--- src/rtl/psum_requantizer_pkg.sv ---
// Shared types and rounding/saturation helpers for the psum requantizer.
// Helpers work on a fixed 64-bit datapath so any parameter set up to 64 bits fits.
package psum_requantizer_pkg;

  localparam int FN_W = 64;

  typedef enum logic {
    IDLE,
    ACCUM
  } state_t;

  typedef struct packed {
    logic            sat;
    logic [FN_W-1:0] val;
  } clamp_t;

  function automatic logic signed [FN_W-1:0] round_shift(
    input logic signed [FN_W-1:0] a,
    input int unsigned            sh
  );
    logic signed [FN_W-1:0] bias;
    bias = '0;
    if (sh != 0) bias[sh-1] = 1'b1;
    return (a + bias) >>> sh;
  endfunction

  function automatic clamp_t sat_clamp(
    input logic signed [FN_W-1:0] r,
    input int unsigned            ow
  );
    logic signed [FN_W-1:0] hi;
    logic signed [FN_W-1:0] lo;
    clamp_t                 c;
    hi    = (64'sd1 <<< (ow - 1)) - 64'sd1;
    lo    = -hi - 64'sd1;
    c.sat = (r > hi) || (r < lo);
    if (r > hi)      c.val = hi;
    else if (r < lo) c.val = lo;
    else             c.val = r;
    return c;
  endfunction

endpackage

--- src/rtl/psum_requantizer_requantizer.sv ---
// Combinational round-half-up arithmetic shift followed by saturation
// of the completed accumulator down to the output width.
module requantizer
  import psum_requantizer_pkg::*;
#(
  parameter int ACC_WIDTH = 48,
  parameter int OUT_WIDTH = 16,
  parameter int SH_WIDTH  = 6
) (
  input  logic signed [ACC_WIDTH-1:0] acc,
  input  logic        [SH_WIDTH-1:0]  sh,
  output logic signed [OUT_WIDTH-1:0] res,
  output logic                        sat
);

  logic signed [FN_W-1:0] wide;
  logic signed [FN_W-1:0] rnd;
  clamp_t                 c;
  logic                   unused_hi;

  always_comb begin
    wide = FN_W'(acc);
    rnd  = round_shift(wide, 32'(sh));
    c    = sat_clamp(rnd, OUT_WIDTH);
    res  = c.val[OUT_WIDTH-1:0];
    sat  = c.sat;
  end

  assign unused_hi = ^c.val[FN_W-1:OUT_WIDTH];

  if (ACC_WIDTH > FN_W) begin : g_acc_chk
    $error("ACC_WIDTH exceeds rounding datapath");
  end
  if ((2 ** SH_WIDTH) > FN_W) begin : g_sh_chk
    $error("SH_WIDTH too wide for rounding datapath");
  end
  if (OUT_WIDTH >= ACC_WIDTH) begin : g_out_chk
    $error("OUT_WIDTH must be narrower than ACC_WIDTH");
  end

endmodule

--- src/rtl/psum_requantizer.sv ---
// Accumulates a group of MAC partial sums, requantizes the total and
// presents it on a registered valid/ready output.
module psum_requantizer
  import psum_requantizer_pkg::*;
#(
  parameter int IN_WIDTH  = 38,
  parameter int ACC_WIDTH = 48,
  parameter int OUT_WIDTH = 16,
  parameter int MAX_ACC   = 64,
  parameter int CNT_WIDTH = $clog2(MAX_ACC + 1),
  parameter int SH_WIDTH  = 6
) (
  input  logic                        clk,
  input  logic                        rst_in,
  input  logic                        in_valid,
  input  logic signed [IN_WIDTH-1:0]  in_data,
  output logic                        in_ready,
  input  logic        [CNT_WIDTH-1:0] acc_len,
  input  logic        [SH_WIDTH-1:0]  shift,
  input  logic                        abort_in,
  output logic                        out_valid,
  output logic signed [OUT_WIDTH-1:0] out_data,
  output logic                        out_sat,
  input  logic                        out_ready,
  output logic                        busy
);

  state_t                      state, state_n;
  logic signed [ACC_WIDTH-1:0] acc, acc_n;
  logic signed [ACC_WIDTH-1:0] in_ext, sum;
  logic        [CNT_WIDTH-1:0] cnt, cnt_n;
  logic        [CNT_WIDTH-1:0] len, len_n, len_eff;
  logic        [SH_WIDTH-1:0]  sh, sh_n;
  logic                        beat;
  logic                        done;
  logic signed [ACC_WIDTH-1:0] done_acc;
  logic        [SH_WIDTH-1:0]  done_sh;
  logic signed [OUT_WIDTH-1:0] q_data;
  logic                        q_sat;

  // in_ready depends combinationally on out_ready so a drain frees a slot
  assign in_ready = !abort_in && (!out_valid || out_ready);
  assign beat     = in_valid && in_ready;
  assign busy     = (state == ACCUM);
  assign in_ext   = {{(ACC_WIDTH-IN_WIDTH){in_data[IN_WIDTH-1]}}, in_data};
  assign sum      = acc + in_ext;
  assign len_eff  = (acc_len == '0) ? CNT_WIDTH'(1) : acc_len;

  always_comb begin
    state_n  = state;
    acc_n    = acc;
    cnt_n    = cnt;
    len_n    = len;
    sh_n     = sh;
    done     = 1'b0;
    done_acc = sum;
    done_sh  = sh;
    unique case (state)
      IDLE: begin
        if (beat) begin
          len_n    = len_eff;
          sh_n     = shift;
          acc_n    = in_ext;
          done_acc = in_ext;
          done_sh  = shift;
          if (len_eff == CNT_WIDTH'(1)) begin
            done  = 1'b1;
            cnt_n = '0;
          end else begin
            cnt_n   = CNT_WIDTH'(1);
            state_n = ACCUM;
          end
        end
      end
      ACCUM: begin
        if (abort_in) begin
          acc_n   = '0;
          cnt_n   = '0;
          state_n = IDLE;
        end else if (beat) begin
          acc_n = sum;
          cnt_n = cnt + CNT_WIDTH'(1);
          if (cnt == len - CNT_WIDTH'(1)) begin
            done    = 1'b1;
            cnt_n   = '0;
            state_n = IDLE;
          end
        end
      end
      default: state_n = IDLE;
    endcase
  end

  requantizer #(
    .ACC_WIDTH (ACC_WIDTH),
    .OUT_WIDTH (OUT_WIDTH),
    .SH_WIDTH  (SH_WIDTH)
  ) u_rq (
    .acc (done_acc),
    .sh  (done_sh),
    .res (q_data),
    .sat (q_sat)
  );

  always_ff @(posedge clk) begin
    if (rst_in) begin
      state     <= IDLE;
      acc       <= '0;
      cnt       <= '0;
      len       <= '0;
      sh        <= '0;
      out_valid <= 1'b0;
      out_data  <= '0;
      out_sat   <= 1'b0;
    end else begin
      state <= state_n;
      acc   <= acc_n;
      cnt   <= cnt_n;
      len   <= len_n;
      sh    <= sh_n;
      // a fresh result takes priority over a drain in the same cycle
      if (done) begin
        out_valid <= 1'b1;
        out_data  <= q_data;
        out_sat   <= q_sat;
      end else if (out_ready) begin
        out_valid <= 1'b0;
      end
    end
  end

  a_len_legal : assert property (
    @(posedge clk) disable iff (rst_in)
    (beat && state == IDLE) |-> (acc_len <= CNT_WIDTH'(MAX_ACC))
  ) else $error("acc_len above MAX_ACC");

  if (ACC_WIDTH < IN_WIDTH + $clog2(MAX_ACC)) begin : g_acc_chk
    $error("ACC_WIDTH too narrow for MAX_ACC sums");
  end

endmodule

--- config.mk ---
export PLATFORM = sky130hd
export DESIGN_NAME = psum_requantizer
export DESIGN_NICKNAME = d
export VERILOG_FILES = /design/src/rtl/psum_requantizer_pkg.sv /design/src/rtl/psum_requantizer_requantizer.sv /design/src/rtl/psum_requantizer.sv
export SDC_FILE = /design/constraint.sdc
export NUM_CORES = 1
export LEC_CHECK = 0
export ABC_AREA = 1
export CAP_MARGIN = 20
export CORE_MARGIN = 2
export CORE_UTILIZATION = 60
export CTS_BUF_LIST = sky130_fd_sc_hd__clkbuf_8 sky130_fd_sc_hd__clkbuf_16
export DETAILED_ROUTE_END_ITERATION = 8
export GPL_ROUTABILITY_DRIVEN = 1
export PLACE_DENSITY_LB_ADDON = 0.15
export SYNTH_ARGS = -nofsm -noshare
export SYNTH_HDL_FRONTEND = slang
export SYNTH_SLANG_ARGS = --single-unit
--- constraint.sdc ---
create_clock -name clk -period 9.8 [get_ports clk]
set_clock_uncertainty 0.2 [all_clocks]
set_input_delay 1.96 -clock clk [delete_from_list [all_inputs] [get_ports clk]]
set_output_delay 1.96 -clock clk [all_outputs]
set_load 0.1 [all_outputs]
### Metal 1

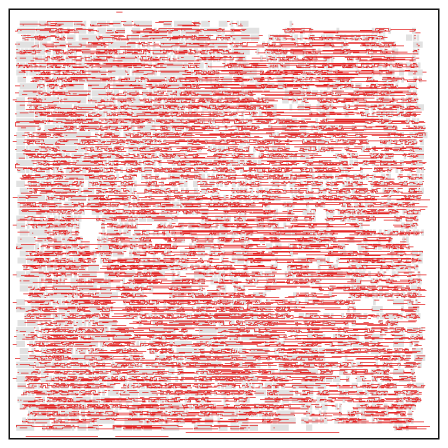
nets with wire on the layer = 3135
longest straight run = 59.8 um
vias: 21730
GR Layer Usage met1: 58.47%
DRT Wirelength: 64.27 mm

==> impl.org <==
* Implementation run

** Status
- Status :: finished with violations
- Violated checks :: DRC

** Final timing
- The final critical path takes up a little over nine tenths of the cycle.
- Timing would allow up to ~110 MHz.
- Counting pins that exceed their max-slew limit in the final report gives 0.

** Worst setup path
- Launching point of the worst reg2reg path :: busy$_SDFF_PP0_
- Reg-to-reg setup timing slack :: ~2000 ps
- STA classifies the critical path startpoint as an input pin.

** Hold path
- The endpoint of the worst hold path is reported as out_data[15]$_SDFFE_PP0P_.

** Finish
- Filler cell count :: 2395
- Top logic cells by instance count in the layout :: 892 x sky130_fd_sc_hd__nand2_1, 389 x sky130_fd_sc_hd__nand3_1, 305 x sky130_fd_sc_hd__nor2_1

** Routing
- DRC violation count after routing :: 13

** Die
- Width of the die :: roughly 170 um
- Core utilization at floorplan :: between 60% and 70%

** Global routing
- Initial antenna violation count :: 0
- After global routing, the most crowded layer is met2.

** Yosys
- Sequential elements use a little over a tenth of the synthesized area.
- Average cell area after synthesis :: about 5.3 sq um
- Post-synthesis chip area from yosys :: 15980 sq um
- Mapped Cells :: about 3000
- Distinct cell type count after synthesis :: ~56
- Cell count listed in synth_stat.txt :: roughly 3000

** Clock tree
- On the reported timing paths, the clock transition at the registers reads roughly 70 ps.

** Placed design
- PortBufs :: roughly 75

** Job
- The tool flagged a number of max-cap violations equal to 0.
### M2 wires

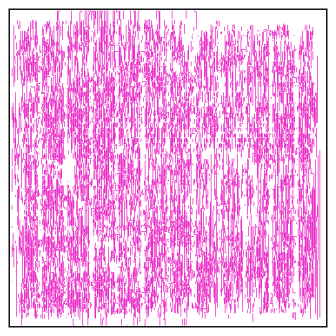
wire length on this layer = 27.7 mm
main direction = vertical
nets with wire on the layer = 2774
GR met2 Demand/Resource: 70.56%

-- how the worst max path moves through the flow --
| stage | end | slack [ps] | cells past startpoint |
|---|---|---|---|
| 6_report | out_data[8]$_SDFFE_PP0P_ | 370 | 57 |
| 5_1_grt | out_data[11]$_SDFFE_PP0P_ | -130 | 55 |
| 4_1_cts | out_data[8]$_SDFFE_PP0P_ | 50 | 53 |
| 3_5_place_dp | out_data[2]$_SDFFE_PP0P_ | -250 | 53 |
| 3_3_place_gp | out_data[7]$_SDFFE_PP0P_ | -200 | 53 |
| 2_1_floorplan | out_data[6]$_SDFFE_PP0P_ | 270 | 46 |
-- power breakdown --
group	switching, mW	internal, mW	total [mW]
Clock	0.171	0.227	0.398
Combinational	1.19	0.572	1.77
Sequential	0.0128	0.375	0.388
-- repair_timing --
item | 4_1_cts | 5_1_grt
endpoints found under the setup margin | 0 | 16
hold endpoints to repair | 0 | 0
buffers inserted | 0 | 11
resized | 0 | 101
-- kinds of logic after synthesis --
family                   Yosys count  synth area share, %
AND-OR/OR-AND                    604                20.45
XOR/XNOR                          90                4.979
adder cells (fa/ha/maj)          116                9.174
buffers and inverters            376                9.002
flip-flops                        87                10.90
multiplexers                       7               0.4384
AND/OR/NAND/NOR                 1722                45.06
-- sequential cells by signal, summed over array words and instances (netlist names) --
name	cells
acc	48
out_data	16
cnt	7
len	7
sh	6
busy	1
out_sat	1
out_valid	1
-- stage by stage --
stage / util (%) / TNS (ps) / setup WS, ps
floorplan: - / 0 / 268.1
global placement: 67.01 / -2714 / -203.8
detailed placement: 67.01 / -3362 / -251.2
CTS: 68.26 / 0 / 47.77
global route: 70.00 / -1478 / -132.6
finish: 70.00 / 0 / 372.9
-- metal layers --
metal	vias to the layer above	routed length, um
met5	-	0
met4	0	3304
met3	290	7987
met2	1607	27680
met1	9632	25300
li1	10200	-
-- worst max-delay path, delay by kind of cell --
kind | cells | cell delay, ps
xor+xnor | 1 | 160
simple gates | 37 | 3870
buf+inv | 10 | 1350
compound gates | 6 | 1190
fa+ha+maj | 3 | 930
-- synthesized netlist by cell type, types with 17 or more instances --
| cell | n |
|---|---|
| sky130_fd_sc_hd__a21oi_1 | 290 |
| sky130_fd_sc_hd__buf_1 | 33 |
| sky130_fd_sc_hd__clkbuf_1 | 64 |
| sky130_fd_sc_hd__dfxtp_1 | 87 |
| sky130_fd_sc_hd__ha_1 | 114 |
| sky130_fd_sc_hd__inv_1 | 258 |
| sky130_fd_sc_hd__nand2_1 | 903 |
| sky130_fd_sc_hd__nand3_1 | 408 |
| sky130_fd_sc_hd__nor2_1 | 322 |
| sky130_fd_sc_hd__nor3_1 | 27 |
| sky130_fd_sc_hd__o211ai_1 | 17 |
| sky130_fd_sc_hd__o21ai_0 | 224 |
| sky130_fd_sc_hd__or2_2 | 24 |
| sky130_fd_sc_hd__xnor2_1 | 32 |
| sky130_fd_sc_hd__xor2_1 | 57 |
-- cell type report --
type	count	area, sq um	area share, %
multi-input combinational	2540	13190	72.07
sequential	87	1742	9.521
timing repair buffer	188	1612	8.809
inverter	268	1008	5.513
tap	335	419.2	2.291
clock buffer	9	225.2	1.231
clock inverter	7	102.6	0.5608
Power is estimated from default activity; no workload was simulated.
